$ cat src/rtl/fp_pow_ctrl.sv
// fp_pow_ctrl: sequencer computing base^n for an IEEE754 single base and an
// unsigned integer exponent n. It uses right-to-left square-and-multiply over an
// external sequential fp multiplier.
//
// Optional build macro: FP_POW_TIMEOUT_EN. When it is defined, each multiply is
// abandoned after TIMEOUT wait cycles without mul_done. The result is then a qNaN
// and the sticky timeout flag is set.
//
// Ports:
//   CLK, RST         clock; synchronous active-high reset
//   start, base, n   request (accepted only while idle), operand capture
//   mul_a, mul_b     multiplier operands, held stable through each wait
//   mul_start        one-cycle multiply launch
//   mul_result, mul_done, mul_overflow, mul_underflow  multiplier return
//   result           final base^n, held until the next run overwrites it
//   done             one-cycle completion pulse
//   busy             high from the cycle after the accepted start through done
//   overflow, underflow, timeout  sticky abort causes, cleared on accepted start
module fp_pow_ctrl #(
    parameter int NW      = 8,
    parameter int TIMEOUT = 64
) (
    input  logic          CLK,
    input  logic          RST,
    input  logic          start,
    input  logic [31:0]   base,
    input  logic [NW-1:0] n,
    output logic [31:0]   mul_a,
    output logic [31:0]   mul_b,
    output logic          mul_start,
    input  logic [31:0]   mul_result,
    input  logic          mul_done,
    input  logic          mul_overflow,
    input  logic          mul_underflow,
    output logic [31:0]   result,
    output logic          done,
    output logic          busy,
    output logic          overflow,
    output logic          underflow,
    output logic          timeout
);

    localparam logic [31:0] FP_ONE  = 32'h3F800000;
    localparam logic [31:0] FP_QNAN = 32'h7FC00000;

    typedef enum logic [2:0] {
        S_IDLE, S_CHECK, S_ACC_ISSUE, S_ACC_WAIT,
        S_SQ_ISSUE, S_SQ_WAIT, S_ABORT, S_FINISH
    } state_t;

    state_t        state_q, state_d;
    logic [31:0]   acc_q, acc_d;
    logic [31:0]   sq_q, sq_d;
    logic [NW-1:0] e_q, e_d;
    logic          neg_q, neg_d;            // sign of the final result
    logic          sq_shift_q, sq_shift_d;  // squaring must also consume e[0]
    logic          ab_ovf_q, ab_ovf_d;      // abort cause: overflow has priority
    logic [31:0]   result_q, result_d;
    logic [31:0]   mul_a_q, mul_a_d;
    logic [31:0]   mul_b_q, mul_b_d;
    logic          ovf_q, ovf_d;
    logic          unf_q, unf_d;
    logic          waiting;
    logic          tmo_hit;

    assign waiting = (state_q == S_ACC_WAIT) || (state_q == S_SQ_WAIT);

`ifdef FP_POW_TIMEOUT_EN
    localparam int CW = $clog2(TIMEOUT + 1);

    logic [CW-1:0] cnt_q, cnt_d;
    logic          tmo_q, tmo_d;

    // A mul_done on the last allowed cycle still wins over the timeout.
    assign tmo_hit = waiting && !mul_done && (cnt_q == CW'(TIMEOUT - 1));

    always_comb begin
        cnt_d = cnt_q;
        tmo_d = tmo_q;
        if (mul_start) begin
            cnt_d = '0;
        end else if (waiting && !mul_done && !tmo_hit) begin
            cnt_d = cnt_q + 1'b1;
        end
        if (state_q == S_IDLE && start) begin
            tmo_d = 1'b0;
        end else if (tmo_hit) begin
            tmo_d = 1'b1;
        end
    end

    always_ff @(posedge CLK) begin
        if (RST) begin
            cnt_q <= '0;
            tmo_q <= 1'b0;
        end else begin
            cnt_q <= cnt_d;
            tmo_q <= tmo_d;
        end
    end

    assign timeout = tmo_q;
`else
    // Never true; the parameter stays referenced in this build.
    assign tmo_hit = 1'b0 && (TIMEOUT > 0);
    assign timeout = 1'b0;
`endif

    always_comb begin
        state_d    = state_q;
        acc_d      = acc_q;
        sq_d       = sq_q;
        e_d        = e_q;
        neg_d      = neg_q;
        sq_shift_d = sq_shift_q;
        ab_ovf_d   = ab_ovf_q;
        result_d   = result_q;
        mul_a_d    = mul_a_q;
        mul_b_d    = mul_b_q;
        ovf_d      = ovf_q;
        unf_d      = unf_q;
        case (state_q)
            S_IDLE: begin
                if (start) begin
                    acc_d   = FP_ONE;
                    sq_d    = base;
                    e_d     = n;
                    neg_d   = base[31] & n[0];
                    ovf_d   = 1'b0;
                    unf_d   = 1'b0;
                    state_d = S_CHECK;
                end
            end
            S_CHECK: begin
                if (e_q == '0) begin
                    result_d = acc_q;
                    state_d  = S_FINISH;
                end else if (sq_q[30:0] == 31'd0) begin
                    // Zero base: the multiplier cannot take zero operands.
                    result_d = {neg_q, 31'd0};
                    state_d  = S_FINISH;
                end else if (e_q[0]) begin
                    mul_a_d = acc_q;
                    mul_b_d = sq_q;
                    state_d = S_ACC_ISSUE;
                end else begin
                    mul_a_d    = sq_q;
                    mul_b_d    = sq_q;
                    sq_shift_d = 1'b1;
                    state_d    = S_SQ_ISSUE;
                end
            end
            S_ACC_ISSUE: state_d = S_ACC_WAIT;
            S_ACC_WAIT: begin
                if (mul_done) begin
                    if (mul_overflow || mul_underflow) begin
                        ab_ovf_d = mul_overflow;
                        state_d  = S_ABORT;
                    end else begin
                        acc_d = mul_result;
                        e_d   = e_q >> 1;
                        if ((e_q >> 1) == '0) begin
                            // Last bit consumed: no trailing square.
                            result_d = mul_result;
                            state_d  = S_FINISH;
                        end else begin
                            mul_a_d    = sq_q;
                            mul_b_d    = sq_q;
                            sq_shift_d = 1'b0;
                            state_d    = S_SQ_ISSUE;
                        end
                    end
                end else if (tmo_hit) begin
                    result_d = FP_QNAN;
                    state_d  = S_FINISH;
                end
            end
            S_SQ_ISSUE: state_d = S_SQ_WAIT;
            S_SQ_WAIT: begin
                if (mul_done) begin
                    if (mul_overflow || mul_underflow) begin
                        ab_ovf_d = mul_overflow;
                        state_d  = S_ABORT;
                    end else begin
                        sq_d = mul_result;
                        if (sq_shift_q) begin
                            e_d = e_q >> 1;
                        end
                        state_d = S_CHECK;
                    end
                end else if (tmo_hit) begin
                    result_d = FP_QNAN;
                    state_d  = S_FINISH;
                end
            end
            S_ABORT: begin
                if (ab_ovf_q) begin
                    ovf_d    = 1'b1;
                    result_d = {neg_q, 8'hFF, 23'd0};
                end else begin
                    unf_d    = 1'b1;
                    result_d = {neg_q, 31'd0};
                end
                state_d = S_FINISH;
            end
            S_FINISH: state_d = S_IDLE;
            default:  state_d = S_IDLE;
        endcase
    end

    always_ff @(posedge CLK) begin
        if (RST) begin
            state_q  <= S_IDLE;
            result_q <= '0;
            mul_a_q  <= '0;
            mul_b_q  <= '0;
            ovf_q    <= 1'b0;
            unf_q    <= 1'b0;
        end else begin
            state_q  <= state_d;
            result_q <= result_d;
            mul_a_q  <= mul_a_d;
            mul_b_q  <= mul_b_d;
            ovf_q    <= ovf_d;
            unf_q    <= unf_d;
        end
    end

    // Working registers are only read after an accepted start loads them.
    always_ff @(posedge CLK) begin
        acc_q      <= acc_d;
        sq_q       <= sq_d;
        e_q        <= e_d;
        neg_q      <= neg_d;
        sq_shift_q <= sq_shift_d;
        ab_ovf_q   <= ab_ovf_d;
    end

    assign mul_a     = mul_a_q;
    assign mul_b     = mul_b_q;
    assign mul_start = (state_q == S_ACC_ISSUE) || (state_q == S_SQ_ISSUE);
    assign result    = result_q;
    assign done      = (state_q == S_FINISH);
    assign busy      = (state_q != S_IDLE);
    assign overflow  = ovf_q;
    assign underflow = unf_q;

endmodule

$ cat config.mk
export PLATFORM = sky130hd
export DESIGN_NAME = fp_pow_ctrl
export DESIGN_NICKNAME = d
export VERILOG_FILES = /design/src/rtl/fp_pow_ctrl.sv
export SDC_FILE = /design/constraint.sdc
export NUM_CORES = 1
export LEC_CHECK = 0
export CELL_PAD_IN_SITES_DETAIL_PLACEMENT = 0
export CELL_PAD_IN_SITES_GLOBAL_PLACEMENT = 2
export CORE_MARGIN = 10
export CORE_UTILIZATION = 35
export CTS_CLUSTER_DIAMETER = 50
export DETAILED_ROUTE_END_ITERATION = 10
export PLACE_DENSITY = 0.91
export SETUP_SLACK_MARGIN = 0.2
export SLEW_MARGIN = 40
export SYNTH_ARGS = -nofsm -noshare
export SYNTH_HDL_FRONTEND = slang
export SYNTH_SLANG_ARGS = --single-unit
$ cat constraint.sdc
create_clock -name CLK -period 8.6 [get_ports CLK]
set_input_delay 0.86 -clock CLK [delete_from_list [all_inputs] [get_ports CLK]]
set_output_delay 0.86 -clock CLK [all_outputs]
set_load 0.005 [all_outputs]
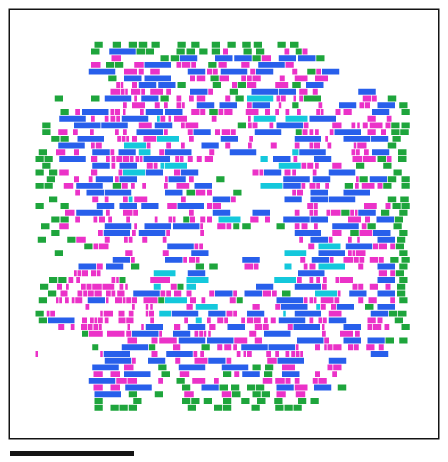
Fig. 1. Cell classes on the final placement (run 1).
The bar under the picture is 50 µm long.
legend:
  magenta:
    class: all other logic
    cells: 516
    share_of_their_area: 35%
  green:
    class: other buffers and delay cells
    cells: 190
    share_of_their_area: 18%
  blue:
    class: flip-flops
    cells: 176
    share_of_their_area: 41%
  cyan:
    class: clock drivers and dummy loads
    cells: 32
    share_of_their_area: 5.6%
fraction of area in registers: 39.5%
cell area after layout: 10800 µm²
Core Footprint: 22800 µm²

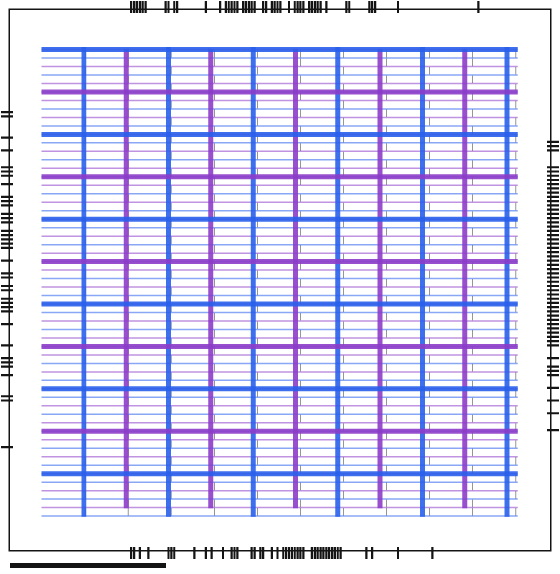
Fig. 2. Supply network (run 1).
The bar under the picture is 50 µm long. Pins as bars on the die edge. Tap cells in grey.
legend:
  blue:
    net: VSS
  purple:
    net: VDD
tap cells: 313
signal pins: 180
rows: 55
met1 rails: 56
Die Span X: 173 µm
chip height: 173 µm

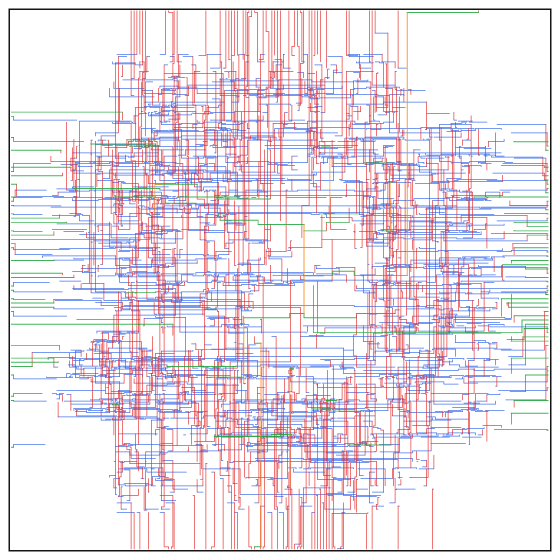
Fig. 3. Signal wires by layer (run 1).
legend:
  green:
    layer: met3
    wire_length: 1240 µm
  orange:
    layer: met4
    wire_length: 289 µm
  blue:
    layer: met1
    wire_length: 11900 µm
  red:
    layer: met2
    wire_length: 11600 µm
drt wl/cell: 20.4 µm
Global Route Usage Sum: 16.4%
Total Wirelength: 25.0 mm
via count: 6207

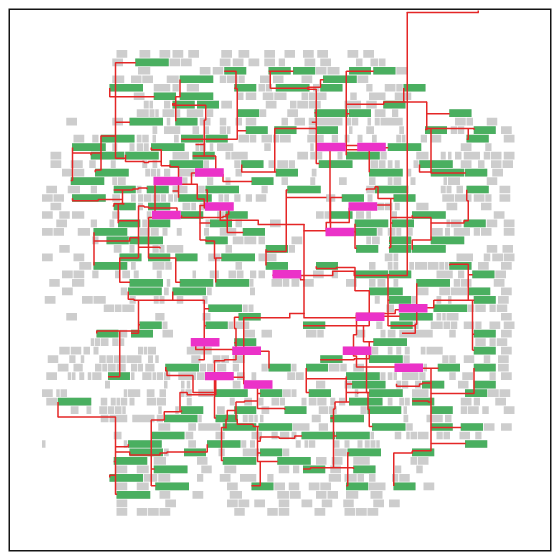
Fig. 4. Clock wires, drivers and flops (run 1).
legend:
  red:
    item: clock wires
    length: 2280 µm
  green:
    item: flip-flops
    count: 176
  magenta:
    item: cells driving clock nets
    count: 17
routed clock nets: 18
Clk pwr share: 38.8%
Clock Latency Late Sink: 420 ps
Power Clock: 0.784 mW
final clock skew: 13.7 ps

==> run 1: where the power goes <==
group	switching, mW	internal [mW]	total (mW)
Sequential	0.0336	0.926	0.960
Combinational	0.130	0.146	0.276
Clock	0.337	0.447	0.784
Total	0.501	1.52	2.02
==> run 1: through the flow <==
| step | total power, mW | instances |
|---|---|---|
| 2_1_floorplan | 1.12 | 757 |
| 3_3_place_gp | 1.25 | 1194 |
| 3_5_place_dp | 1.26 | 1195 |
| 4_1_cts | 2.04 | 1227 |
| 5_1_grt | 2.10 | 1227 |
| 6_report | 2.02 | 1227 |
==> run 1: sequential cells by signal, indices dropped and copies added (netlist names) <==
signal and flops:
mul_a 32, sq_q 32, mul_b 32, acc_q 32, underflow 1, ab_ovf_q 1
result 32, state_q 3, overflow 1, neg_q 1, e_q 8, sq_shift_q 1
==> flow_summary.json, run 1 <==
{
  "status": "finished clean",
  "p_leak_nw": 4.04,
  "synth_cells": 757,
  "fillers": 2147,
  "top_cell_area_share_pct": 27.4,
  "crit_slowest_cell": "a31o_2",
  "yosysWarnings": 0,
  "reg2reg_from": "state_q[0]",
  "ys_cells": 757,
  "clock_sinks": 176,
  "ctsResizeCount": 0,
  "top_usage_layer": "met2",
  "min_path_type": "register to register",
  "synth_top_cell_by_count": "dfxtp_1",
  "timing_hold_violations_final": 0,
  "dp_slack_ps": 5040,
  "grt_overflow": 0,
  "endpoint": "result[23]",
  "wl_met1_mm": 11.9,
  "period_minus_slack_ps": 3270,
  "area_growth_pct": 31.7,
  "r2r-end": "result[23]",
  "ir_drop_mv": 0.0938,
  "cp_cell_sequence": "nor2b_4 > a31o_2 > and2_2 > a211oi_1",
  "buffers": 190,
  "r2r_slack_ps": 5330,
  "ys_seq_share_pct": 52.0,
  "cp-end-kind": "register",
  "drtPass1Iterations": 5,
  "dieArea_um2": 30000,
  "critPathTopFamily": "simple AND/OR/NAND/NOR gates",
  "rsz0062_at_grt": "no",
  "grt_first_pass_wirelength_mm": 39.0,
  "combGateArea_um2": 3660,
  "hold_depth": 2,
  "clock_buffers": 20,
  "synth_cell_types": 49,
  "top_layer_used": "met4",
  "synth-main-ff-cell": "dfxtp_1",
  "initial_utilization_pct": 35.9,
  "grtUsageMet1_pct": 22.1,
  "antenna_cells": 0,
  "antenna_found_initial": 0,
  "drc_errors": 0,
  "num_io_pins": 180,
  "hold_path_end": "mul_b[19]",
  "drtIter0Drc": 436,
  "tightestPinTransition_ps": 795,
  "cp.required_ps": 8860,
  "h-tree-depth": 4,
  "maxSlewViolCount": 0,
  "timing.final.ws_setup_ps": 5330,
  "wl_met2_mm": 11.6,
  "seqCellArea_um2": 4270,
  "ys_sh_mux_pct": 14.9,
  "root_buffer": "clkbuf_16",
  "clkCellAreaFrac_pct": 5.44,
  "cp.arrival_ps": 3520,
  "fin_crit_sh_pct": 38.0,
  "dpl_cell_area_um2": 10200,
  "synth-edff-count": 75,
  "syn_nets": 835,
  "synth_top_cell_by_area": "edfxtp_1",
  "nets": 979,
  "ff_count": 176,
  "lay_top_count": "clkdlybuf4s50_1",
  "crit_path_max_fanout": 33,
  "drive_above_1_share_pct": 14.4,
  "area_dominant_class": "registers",
  "cts_tree": "yes",
  "topCellsByArea": "edfxtp_1 (27%), dfxtp_1 (25%), a21oi_1 (5.7%)",
  "ys_sh_xor_pct": 0.213,
  "ys_sh_adder_pct": 0,
  "vias_per_cell": 5.06,
  "setup_viol_count_final": 0,
  "place.gp.congestion": 0.779,
  "grtUsageMet2_pct": 25.9,
  "grtUsageMet3_pct": 4.05,
  "power_density_nw_per_um2": 187,
  "cts_inserted_buffers": 17,
  "cts.clk_slew.worst_paths_ps": 70,
  "cap_violations": 0,
  "simple_gate_share_pct": 17.2,
  "cts_setup_buffers": 0,
  "io_buffers": 178,
  "comb_share_pct": 33.9,
  "synth.avg_cell_area_um2": 10.8,
  "hpwl_mm": 17.4,
  "setup_tns_ps": 0,
  "postCtsHoldBufs": 0,
  "synthArstFlopShare_pct": 0,
  "lay_top_cells": "clkdlybuf4s50_1 (177), dfxtp_1 (101), a21oi_1 (92)",
  "post-route-util_pct": 47.3,
  "ys.flops": 176,
  "startpoint": "state_q[0]",
  "multi_input_comb_cells": 511,
  "critPathMaxStageDelay_ps": 760,
  "wl_met3_mm": 1.24,
  "cp.depth": 4,
  "antenna_left": 0,
  "grt_pass1_vias": 6563,
  "buffer_area_share_pct": 17.4,
  "inverters": 5,
  "cp-start-kind": "register",
  "path_buffers": 0,
  "max-slew-margin-rel_pct": 46.9,
  "grt_max_degree": 79,
  "critPathKind": "register to register",
  "netlist_top_cells_count": "dfxtp_1 (101), a21oi_1 (93), edfxtp_1 (75)",
  "fmax_mhz": 306,
  "ys_sh_aoi_pct": 11.5,
  "warnings": 26,
  "cts_max_path_buffers": 2,
  "yosysChipArea_um2": 8210,
  "synth_area_um2": 8210,
  "fin_hold_ws_ps": 475,
  "top_logic_kind": "simple AND/OR/NAND/NOR gates",
  "nWellTaps": 313,
  "hp-start": "mul_b[19]",
  "rr_worst_depth": 4,
  "rows": 55
}
==> inputs of run 2 (changes only) <==
--- a/config.mk
+++ b/config.mk
@@ -8,10 +8,10 @@
 export CELL_PAD_IN_SITES_DETAIL_PLACEMENT = 0
 export CELL_PAD_IN_SITES_GLOBAL_PLACEMENT = 2
 export CORE_MARGIN = 10
-export CORE_UTILIZATION = 35
+export CORE_UTILIZATION = 29
 export CTS_CLUSTER_DIAMETER = 50
 export DETAILED_ROUTE_END_ITERATION = 10
-export PLACE_DENSITY = 0.91
+export PLACE_DENSITY = 0.81
 export SETUP_SLACK_MARGIN = 0.2
 export SLEW_MARGIN = 40
 export SYNTH_ARGS = -nofsm -noshare
==> constraint.sdc (replaced) <==
create_clock -name CLK -period 2.8 [get_ports CLK]
set_input_delay 0.28 -clock CLK [delete_from_list [all_inputs] [get_ports CLK]]
set_output_delay 0.28 -clock CLK [all_outputs]
set_load 0.005 [all_outputs]
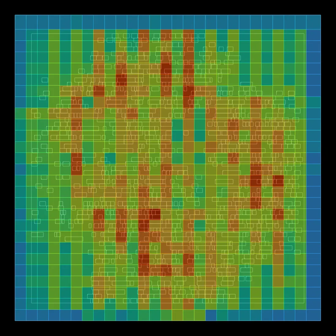
Fig. 5. Track usage over the die (run 2).
global-route met1 utilization: 19.3%
Post-Route Utilization: 39.8%
GR Util met3: 4.49%

==> run 2 against run 1 <==
  * Die area rose by 18%
  * Global-route usage shrank 1.6 points
  * Non-clock buffer count up 20
  * Via count decreased by 0.27%
  * Critical path depth did not move
  * First-iteration DRC count rose by 0.23%
  * Power rose to 3.1 times the previous value
  * Routed wire length is 6.1% higher
  * Highest routed layer unchanged
==> flow_summary.json, run 2 <==
{
  "fmax_mhz": 411,
  "setup_tns_ps": 0,
  "die_x_um": 188,
  "ys.flops": 176,
  "h-tree-depth": 4,
  "ys_sh_xor_pct": 0.213,
  "synth_top_cell_by_count": "dfxtp_1",
  "vias_per_cell": 4.72,
  "ys_sh_adder_pct": 0,
  "synth_top_cell_by_area": "edfxtp_1",
  "place.gp.congestion": 0.799,
  "pwr-share-seq_pct": 47.1,
  "antenna_found_initial": 0,
  "cp.depth": 4,
  "hp-start": "RST",
  "setup_viol_count_final": 0,
  "synth.avg_cell_area_um2": 10.8,
  "netlist_top_cells_count": "dfxtp_1 (101), a21oi_1 (93), edfxtp_1 (75)",
  "ys_sh_mux_pct": 14.9,
  "clk-power_mw": 2.42,
  "cts_setup_buffers": 0,
  "fin_crit_sh_pct": 87.0,
  "yosysChipArea_um2": 8210,
  "drc_errors": 0,
  "synthArstFlopShare_pct": 0,
  "drive_above_1_share_pct": 16.6,
  "dpl_cell_area_um2": 10500,
  "timing_hold_violations_final": 0,
  "synth_area_um2": 8210,
  "endpoint": "mul_start",
  "ctsResizeCount": 0,
  "ir_drop_mv": 0.413,
  "status": "finished clean",
  "antenna_left": 0,
  "synth_cell_types": 49,
  "cp_cell_sequence": "buf_4 > xnor2_1 > nor2_1 > clkdlybuf4s50_1",
  "clock_latency_ps": 430,
  "grt_first_pass_wirelength_mm": 41.0,
  "hpwl_mm": 19.3,
  "max-slew-margin-rel_pct": 61.9,
  "area_growth_pct": 35.1,
  "drtIter0Drc": 437,
  "top_logic_kind": "simple AND/OR/NAND/NOR gates",
  "swShare_pct": 25.5,
  "ys_sh_aoi_pct": 11.5,
  "cp-end-kind": "primary output",
  "grt_pass1_vias": 6553,
  "ys_seq_share_pct": 52.0,
  "rsz0062_at_grt": "no",
  "power_leader": "sequential cells",
  "cp.arrival_ps": 2150,
  "initial_utilization_pct": 29.5,
  "hold_path_end": "result[16]",
  "rows": 61,
  "root_buffer": "clkbuf_16",
  "tightestPinTransition_ps": 571,
  "cts_max_path_buffers": 2,
  "critPathMaxStageDelay_ps": 630,
  "top_cell_area_share_pct": 27.4,
  "cts_tree": "yes",
  "drt_wl_total_mm": 26.5,
  "path_buffers": 2,
  "power_density_nw_per_um2": 566,
  "warnings": 26,
  "dp_slack_ps": 228,
  "synth-edff-count": 75,
  "fin_hold_ws_ps": 411,
  "antenna_cells": 0,
  "p_leak_nw": 4.14,
  "timing.final.ws_setup_ps": 365,
  "lay_top_cells": "clkdlybuf4s50_1 (177), dfxtp_1 (100), a21oi_1 (92)",
  "num_io_pins": 180,
  "startpoint": "state_q[1]",
  "syn_nets": 835,
  "simple_gate_share_pct": 17.2,
  "ys_cells": 757,
  "crit_slowest_cell": "dfxtp_2",
  "grt_max_degree": 58,
  "die_h_um": 188,
  "topCellsByArea": "edfxtp_1 (27%), dfxtp_1 (25%), a21oi_1 (5.7%)",
  "min_path_type": "primary input to register",
  "via_count": 6190,
  "hold_depth": 2,
  "switching_power_mw": 1.60,
  "p_comb_mw": 0.896,
  "lay_top_count": "clkdlybuf4s50_1",
  "maxSlewViolCount": 0,
  "critPathTopFamily": "buffers and inverters",
  "seq-power_mw": 2.95,
  "postCtsHoldBufs": 0,
  "period_minus_slack_ps": 2430,
  "cts.clk_slew.worst_paths_ps": 70,
  "finClkSkew_ps": 14.8,
  "r2r_slack_ps": 420,
  "grt_use_total_pct": 14.8,
  "synth-main-ff-cell": "dfxtp_1",
  "p_comb_share_pct": 14.3,
  "dieArea_um2": 35400,
  "yosysWarnings": 0,
  "crit_path_max_fanout": 25,
  "drtPass1Iterations": 4,
  "cp.required_ps": 2520,
  "synth_cells": 757,
  "nets": 999,
  "critPathKind": "register to primary output",
  "cap_violations": 0,
  "reg2reg_from": "sq_q[7]",
  "clkPwrFrac_pct": 38.6,
  "wl_per_cell_um": 20.2,
  "io_buffers": 178,
  "r2r-end": "mul_a[24]",
  "fillers": 2712,
  "rr_worst_depth": 6,
  "cts_inserted_buffers": 17,
  "cp-start-kind": "register",
  "intPower_mw": 4.67,
  "clock_sinks": 176,
  "grt_overflow": 0
}
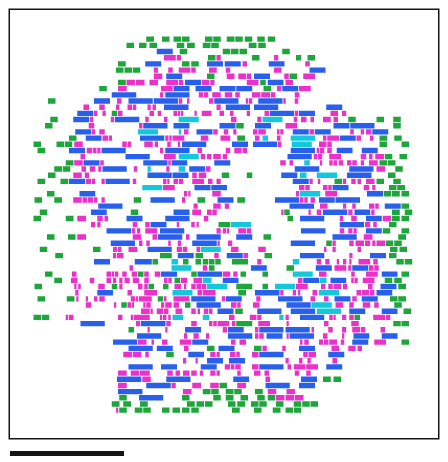
Fig. 6. Cell classes on the final placement (run 2).
The bar under the picture is 50 µm long.
legend:
  green:
    class: other buffers and delay cells
    cells: 210
    share_of_their_area: 20%
  magenta:
    class: all other logic
    cells: 516
    share_of_their_area: 35%
  cyan:
    class: clock drivers and dummy loads
    cells: 32
    share_of_their_area: 5.6%
  blue:
    class: flip-flops
    cells: 176
    share_of_their_area: 40%
cell area after layout: 11100 µm²
Core Footprint: 27900 µm²

## run 2: stage by stage
stage | power [mW] | cells
2_1_floorplan | 3.43 | 757
3_3_place_gp | 3.91 | 1278
3_5_place_dp | 3.92 | 1280
4_1_cts | 6.35 | 1312
5_1_grt | 6.52 | 1312
6_report | 6.27 | 1312
## run 2: metal layers
metal  vias up  global-route usage (%)  part of all wire, %
met3        15                    4.49                  6.6
li1       3065                       -                    -
met4         0                    2.98                 0.85
met5         -                       0                    0
met1      2941                    19.3                   46
met2       169                    23.8                   46
## run 2: layout make-up
cell class              count  area [µm²]  area share, %
repair buffers            210        2070           18.7
clock buffers              18         439           3.96
flip-flops and latches    176        4280           38.5
inverters                   5        18.8          0.169
clock inverters            14         154           1.39
well taps                 378         473           4.26
multi-input cells         511        3660           33.0
Power is estimated from default activity; no workload was simulated.
